`src/rtl/display_pkg.sv`:
```
// display_pkg: shared constants and FSM encoding for the HEX display formatter
package display_pkg;
  localparam logic [4:0] BLANK_CODE  = 5'h10;
  localparam logic [1:0] ADDR_VALUE  = 2'd0;
  localparam logic [1:0] ADDR_CTRL   = 2'd1;
  localparam logic [1:0] ADDR_STATUS = 2'd2;
  localparam logic [1:0] ADDR_DIGITS = 2'd3;
  localparam int CTRL_LZB = 0;
  localparam int CTRL_HEX = 1;
  typedef enum logic [1:0] {IDLE, CONV, DONE} state_t;
endpackage

```
`src/rtl/dd_add3.sv`:
```
// dd_add3: double-dabble nibble correction (nib >= 5 ? nib + 3 : nib)
//   nib : BCD nibble before the shift
//   adj : corrected nibble
module dd_add3 (
  input  logic [3:0] nib,
  output logic [3:0] adj
);
  assign adj = nib >= 4'd5 ? nib + 4'd3 : nib;
endmodule

```
`src/rtl/bcd_digit_formatter.sv`:
```
// bcd_digit_formatter: Avalon-MM slave turning a binary value into seven-segment digit codes
//   clk, reset         : clock, async active-high reset
//   address/chipselect/write/writedata/read/readdata : Avalon-MM slave (VALUE, CTRL, STATUS, DIGITS)
//   digit_codes        : 5-bit code per digit, digit 0 in [4:0]; 5'h10 blanks a digit
//   busy               : decimal conversion running
module bcd_digit_formatter
  import display_pkg::*;
#(
  parameter int NUM_DIGITS = 6,
  parameter int BIN_WIDTH  = 20
) (
  input  logic                    clk,
  input  logic                    reset,
  input  logic [1:0]              address,
  input  logic                    chipselect,
  input  logic                    write,
  input  logic [31:0]             writedata,
  input  logic                    read,
  output logic [31:0]             readdata,
  output logic [5*NUM_DIGITS-1:0] digit_codes,
  output logic                    busy
);
  localparam int ND = NUM_DIGITS;
  localparam int BW = BIN_WIDTH;
  localparam int BCDW = 4 * ND;
  localparam int CW = $clog2(BW + 1);
  localparam logic [31:0] DEC_MAX = 32'(10 ** ND - 1);
  state_t state, state_nxt;
  logic [CW-1:0] cnt;
  logic [BCDW-1:0] bcd, adj, src;
  logic [BW-1:0] bin, value_q;
  logic [1:0] ctrl_q;
  logic overflow, run_lzb, lzb_sel, seen, value_wr, over_wr;
  logic [5*ND-1:0] fmt;
  logic unused_wd;
  assign value_wr = chipselect && write && address == ADDR_VALUE;
  assign over_wr = !ctrl_q[CTRL_HEX] && 32'(writedata[BW-1:0]) > DEC_MAX;
  assign busy = state == CONV;
  assign unused_wd = ^writedata[31:BW];
  for (genvar g = 0; g < ND; g++) begin : g_add3
    dd_add3 u_add3 (.nib(bcd[4*g+:4]), .adj(adj[4*g+:4]));
  end
  // One formatter serves both paths: hex nibbles straight from the bus on a VALUE
  // write, otherwise the finished BCD result with the LZB flag latched at its start.
  always_comb begin
    src = value_wr ? BCDW'(writedata[BW-1:0]) : bcd;
    lzb_sel = value_wr ? ctrl_q[CTRL_LZB] : run_lzb;
    seen = 1'b0;
    fmt = '0;
    for (int i = ND - 1; i >= 0; i--) begin
      seen = seen || src[4*i+:4] != 4'd0 || i == 0;
      fmt[5*i+:5] = lzb_sel && !seen ? BLANK_CODE : {1'b0, src[4*i+:4]};
    end
  end
  // A VALUE write overrides every transition so the latest value always wins.
  always_comb begin
    state_nxt = state;
    if (value_wr) state_nxt = ctrl_q[CTRL_HEX] || over_wr ? IDLE : CONV;
    else if (state == CONV && cnt == CW'(BW - 1)) state_nxt = DONE;
    else if (state == DONE) state_nxt = IDLE;
  end
  always_ff @(posedge clk or posedge reset)
    if (reset) state <= IDLE;
    else state <= state_nxt;
  always_ff @(posedge clk or posedge reset) begin
    if (reset) begin
      readdata <= '0;
      digit_codes <= {ND{BLANK_CODE}};
      value_q <= '0;
      ctrl_q <= '0;
      overflow <= 1'b0;
      run_lzb <= 1'b0;
      bcd <= '0;
      bin <= '0;
      cnt <= '0;
    end else begin
      if (chipselect && read)
        readdata <= address == ADDR_VALUE  ? 32'(value_q) :
                    address == ADDR_CTRL   ? 32'(ctrl_q) :
                    address == ADDR_STATUS ? {30'd0, overflow, busy} : 32'(digit_codes);
      if (chipselect && write && address == ADDR_CTRL) ctrl_q <= writedata[1:0];
      if (value_wr) begin
        value_q <= writedata[BW-1:0];
        overflow <= over_wr;
        if (ctrl_q[CTRL_HEX]) digit_codes <= fmt;
        else if (over_wr) digit_codes <= {ND{BLANK_CODE}};
        bcd <= '0;
        bin <= writedata[BW-1:0];
        cnt <= '0;
        run_lzb <= ctrl_q[CTRL_LZB];
      end else if (state == CONV) begin
        {bcd, bin} <= {adj, bin} << 1;
        cnt <= cnt + CW'(1);
      end else if (state == DONE) digit_codes <= fmt;
    end
  end
endmodule

```
`config.mk`:
```
export PLATFORM = sky130hd
export DESIGN_NAME = bcd_digit_formatter
export DESIGN_NICKNAME = d
export VERILOG_FILES = /design/src/rtl/display_pkg.sv /design/src/rtl/dd_add3.sv /design/src/rtl/bcd_digit_formatter.sv
export SDC_FILE = /design/constraint.sdc
export NUM_CORES = 1
export LEC_CHECK = 0
export ABC_CLOCK_PERIOD_IN_PS = 8700
export CELL_PAD_IN_SITES_DETAIL_PLACEMENT = 0
export CELL_PAD_IN_SITES_GLOBAL_PLACEMENT = 1
export CORE_MARGIN = 2
export CORE_UTILIZATION = 44
export DETAILED_ROUTE_END_ITERATION = 7
export PLACE_DENSITY_LB_ADDON = 0.1
export SETUP_SLACK_MARGIN = 0.2
export SLEW_MARGIN = 20
export SYNTH_ARGS = -nofsm -noshare
export SYNTH_HDL_FRONTEND = slang
export SYNTH_HIERARCHICAL = 1
export SYNTH_SLANG_ARGS = --single-unit
```
`constraint.sdc`:
```
create_clock -name clk -period 8.7 [get_ports clk]
set_clock_uncertainty 0.1 [all_clocks]
set_input_delay 1.74 -clock clk [delete_from_list [all_inputs] [get_ports clk]]
set_output_delay 1.74 -clock clk [all_outputs]
set_load 0.05 [all_outputs]
```
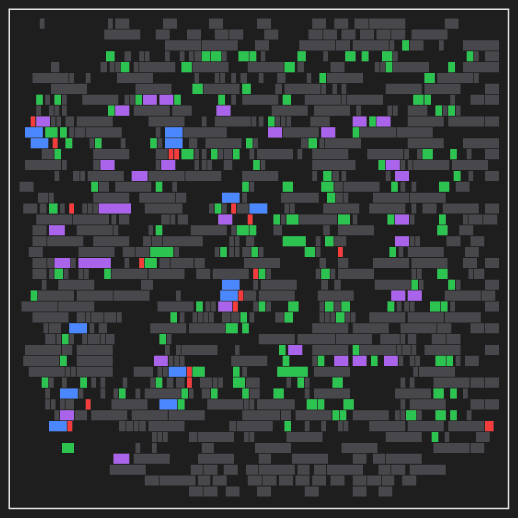
(run_1/logic_types.png)
Scale: 4 px per µm.
family	colour	cells	most used
adder and majority cells	blue	13	ha_1
multiplexers	purple	31	mux2i_1
inverters	red	17	inv_1
inverting AOI/OAI gates	green	138	o21ai_0

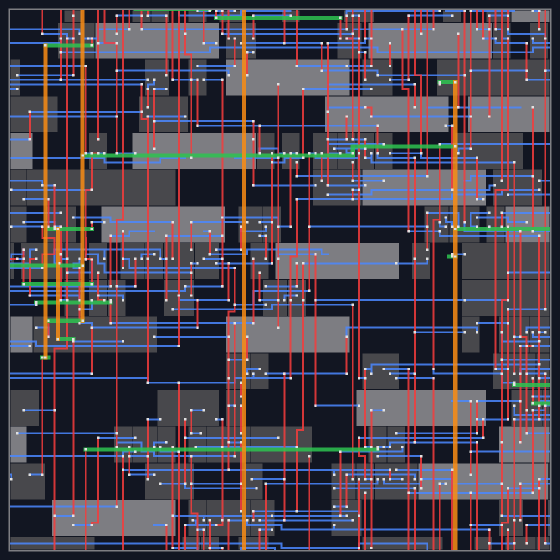
(run_1/detail.png)
Window x 42 to 82, y 67 to 107 µm. Cells in grey, sequential cells in the stronger grey; small squares are vias.
layer	colour
metal 1	blue
metal 3	green
metal 4	orange
metal 2	red
cells with their middle in the window	89
most frequent	nand2_1 (25), dfrtp_1 (11)
netlist names of flops here include	`bcd` (4), `digit_codes` (4), `bin` (3)
sequential cells in the window	13

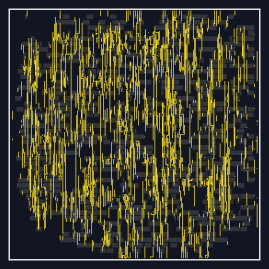
(run_1/layer_met2.png)
Scale: 2 px per µm.
wire length on this layer	7,130 µm
main direction	vertical
longest straight run	63.7 µm
nets with wire on the layer	627

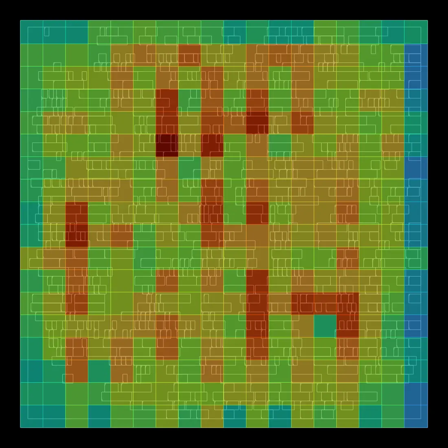
(run_1/congestion.png)
GRT met2 Usage: 31.3%
GR peak layer: met1
met1 Track Usage GR: 31.3%
post-route core utilization: 55.7%
wire per inst: 17.0 µm

==> run summary, run 1 <==
crit path capture type: flop
First DRT Iteration DRCs: 405
grt ovf: 0
ANT cells: 0
unrepaired setup endpoints after global routing: no
Fmax: 0.258 GHz
Fin. Hold Viols: 0
Comb power: 1.10 mW
CP max stage delay: 760 ps
H-tree levels: 4
Place WS: 4360 ps
Antenna Violating Nets Remaining: 0
DR WL met3: 702 µm
final period utilization: 44.6%
CTS Sinks: 135
HP Class: reg -> reg
FP Util: 44.4%
Setup CP Type: in -> reg
Latency at later pin: 420 ps
MI comb cells: 486
largest net degree at the start of global routing: 89
chip area: 0.0155 mm²
Final Slew Violations: 0
top-level port count: 102
clk_buf instances: 25
die y size: 124 µm
synthesis-to-finish area growth: 25.3%
sequential power: 1.04 mW
Comb power frac: 38.4%
Clock-cell share: 7.35%
Worst VDD drop: 0.208 mV
syn_area_per_cell: 9.39 µm²
Top Layer Used: met4
crit start category: input port
Vias: 5,116
layout cells sized above 1: 8.62%
met3 GRT Util: 4.77%
FILL cells: 1,241
Flop pwr share: 36.6%
Fin Setup TNS: 0 ps
r2r endpoint: digit_codes[19]
initial antenna violation count: 0
Max-Cap Viols: 0
YS warnings: 6
final critical-path required period: 3880 ps
PD cells: 356 mW/mm²
first-pass GRT wire length: 26,000 µm
vias in the first global route: 4,805
CP Cell Sequence: clkdlybuf4s50_1 > nor4bb_4 > buf_4 > nand2_1 > a21boi_0 > o21ai_1
post-DP HPWL: 10,400 µm
final worst hold slack: 367 ps
Worst Setup SP: address[0]
CP endpoint: digit_codes[23]
Buf/Inv on CP: 2
seq_cells: 135
switching power: 1.15 mW
worst reg2reg startpoint: ctrl_q[1]
final instance area: 0.00800 mm²
met2 routed WL: 7130 µm
setup bufs post-CTS: 0
residual DRC count: 0
final total power: 2.85 mW
status: finished, final reports clean
Comb area: 0.00277 mm²
Final WS setup: 4820 ps
==> run_1/flops_by_reg.png <==
Scale: 4 px per µm. Other sequential cells in the stronger grey, the rest of the logic in the fainter grey.
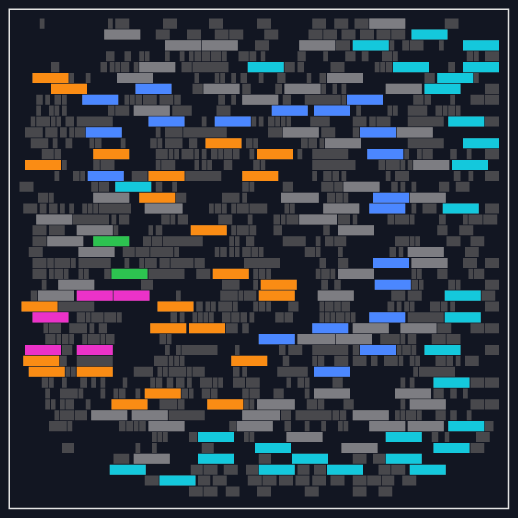

==> run 2: changes to the inputs <==
--- a/config.mk
+++ b/config.mk
@@ -5,11 +5,11 @@
 export SDC_FILE = /design/constraint.sdc
 export NUM_CORES = 1
 export LEC_CHECK = 0
-export ABC_CLOCK_PERIOD_IN_PS = 8700
+export ABC_CLOCK_PERIOD_IN_PS = 3250
 export CELL_PAD_IN_SITES_DETAIL_PLACEMENT = 0
 export CELL_PAD_IN_SITES_GLOBAL_PLACEMENT = 1
 export CORE_MARGIN = 2
-export CORE_UTILIZATION = 44
+export CORE_UTILIZATION = 37
 export DETAILED_ROUTE_END_ITERATION = 7
 export PLACE_DENSITY_LB_ADDON = 0.1
 export SETUP_SLACK_MARGIN = 0.2
==> constraint.sdc (replaced) <==
create_clock -name clk -period 3.25 [get_ports clk]
set_clock_uncertainty 0.1 [all_clocks]
set_input_delay 0.65 -clock clk [delete_from_list [all_inputs] [get_ports clk]]
set_output_delay 0.65 -clock clk [all_outputs]
set_load 0.05 [all_outputs]
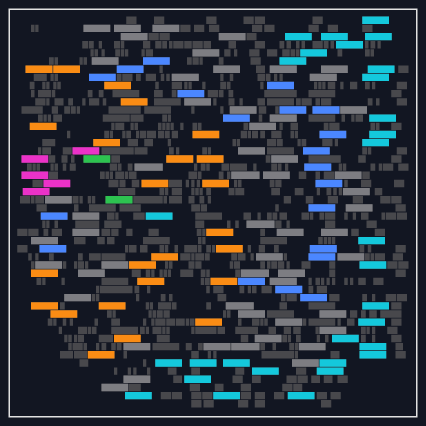
(run_2/flops_by_reg.png)
Scale: 3 px per µm. Other sequential cells in the stronger grey, the rest of the logic in the fainter grey.
netlist name	colour	flops
`state`	green	2
`cnt`	magenta	5
`bcd`	orange	24
`readdata`	cyan	30
`bin`	blue	20

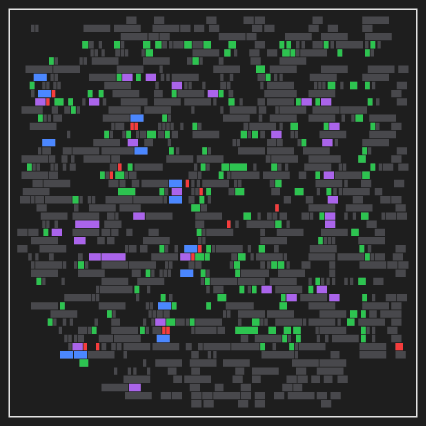
(run_2/logic_types.png)
Scale: 3 px per µm.
Comb area share: 33.4%
Top cell excl fill/tap: nand2_1

==> run summary, run 2 <==
status: finished, final reports clean
first-pass GRT wire length: 27,900 µm (+7.1%)
n_taps: 225
crit path capture type: primary output
Setup CP Type: reg -> out
met2 routed WL: 7540 µm (+5.8%)
Min-Delay Endpoint: readdata[11]
final worst hold slack: 373 ps (+6.80 ps)
HP Class: reg -> reg
YS warnings: 6 (unchanged)
Fin. Hold Viols: 0 (unchanged)
Vias: 5,120 (+0.078%)
initial antenna violation count: 0 (unchanged)
post-DP HPWL: 11,400 µm (+9.9%)
DR WL met3: 733 µm (+4.4%)
Top Layout Cells: 195 x nand2_1, 129 x dfrtp_1, 86 x clkdlybuf4s50_1, 45 x o21ai_0, 30 x nor2_1
Final WS setup: 681 ps (-4140 ps)
Place WS: -111 ps (-4470 ps)
residual DRC count: 0 (unchanged)
CTS Sinks: 135 (unchanged)
Clock group: 2.21 mW
Worst Setup SP: digit_codes[9]
setup bufs post-CTS: 0 (unchanged)
Fin Setup TNS: 0 ps (unchanged)
MI comb cells: 486 (unchanged)
worst r2r path cells: 4
Flop pwr share: 34.9% (-1.7 points)
top cell category: flip-flops and latches
switching power: 3.17 mW (+180%)
vias in the first global route: 5,064 (+5.4%)
final instance area: 0.00829 mm² (+3.6%)
seq_cells: 135 (unchanged)
Max-Cap Viols: 0 (unchanged)
met1 wire length: 8600 µm
Comb power: 2.99 mW (+170%)
largest net degree at the start of global routing: 89 (unchanged)
clk_buf instances: 18 (-28%)
wire per inst: 17.1 µm (+0.45%)
Non-clock inverters: 17
final period utilization: 79.1%
Cell Area, Synth: 0.00638 mm²
Crit path max-delay family: buffers and inverters
CTS clk-pin slew, worst paths: 60 ps
layout cells sized above 1: 10.7% (+2.0 points)
Tool Warnings: 44
GRT met2 Usage: 29.6% (-1.7 points)
Worst path slowest cell: clkdlybuf4s50_1
crit start category: flop
GP Congestion: 0.803
met1 Track Usage GR: 29.3% (-2.0 points)
Int Pwr: 4.82 mW
Top Layer Used: met4
chip area: 0.0183 mm² (+18%)
Antenna Violating Nets Remaining: 0 (unchanged)
Comb area: 0.00277 mm² (unchanged)
sequential power: 2.78 mW (+170%)
CP endpoint: digit_codes[9]
grt ovf: 0 (unchanged)
First DRT Iteration DRCs: 295 (-27%)
final total power: 7.99 mW (+180%)
GR peak layer: met2
Clock-cell share: 8.15% (+0.80 points)
FP Util: 37.4% (-7.0 points)
Latency at later pin: 420 ps (about the same)
final critical-path required period: 2570 ps
Worst VDD drop: 0.448 mV (+120%)
Comb power frac: 37.4% (-1.0 points)
r2r endpoint: digit_codes[9]
core area: 0.0171 mm²
syn_area_per_cell: 9.39 µm² (unchanged)
Fmax: 0.389 GHz
Setup violations, final: 0
unrepaired setup endpoints after global routing: no
post-route core utilization: 48.6% (-7.1 points)
critical path required time: 2500 ps
CP max stage delay: 820 ps (+60 ps)
CP Cell Sequence: clkdlybuf4s50_1
Syn Inst Count: 680
top-level port count: 102 (unchanged)
worst reg2reg startpoint: bcd[20]
synthesis-to-finish area growth: 29.8%
FILL cells: 1,648 (+33%)
ANT cells: 0 (unchanged)
Buf/Inv on CP: 1 (-1)
H-tree levels: 4 (unchanged)
PD cells: 964 mW/mm² (+170%)
Final Slew Violations: 0 (unchanged)
die y size: 135 µm (+8.8%)
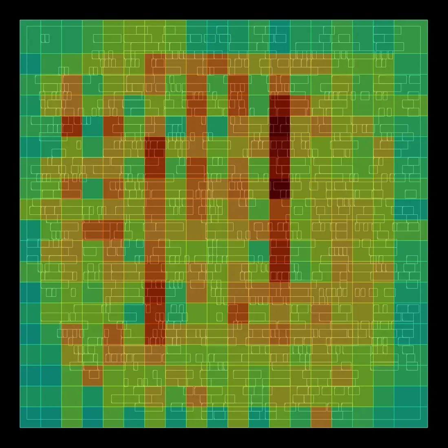
(run_2/congestion.png)
GR Util All Layers: 19.9%
met3 GRT Util: 3.48%

Power figures rest on the tool's default switching activity, not on a simulated workload.
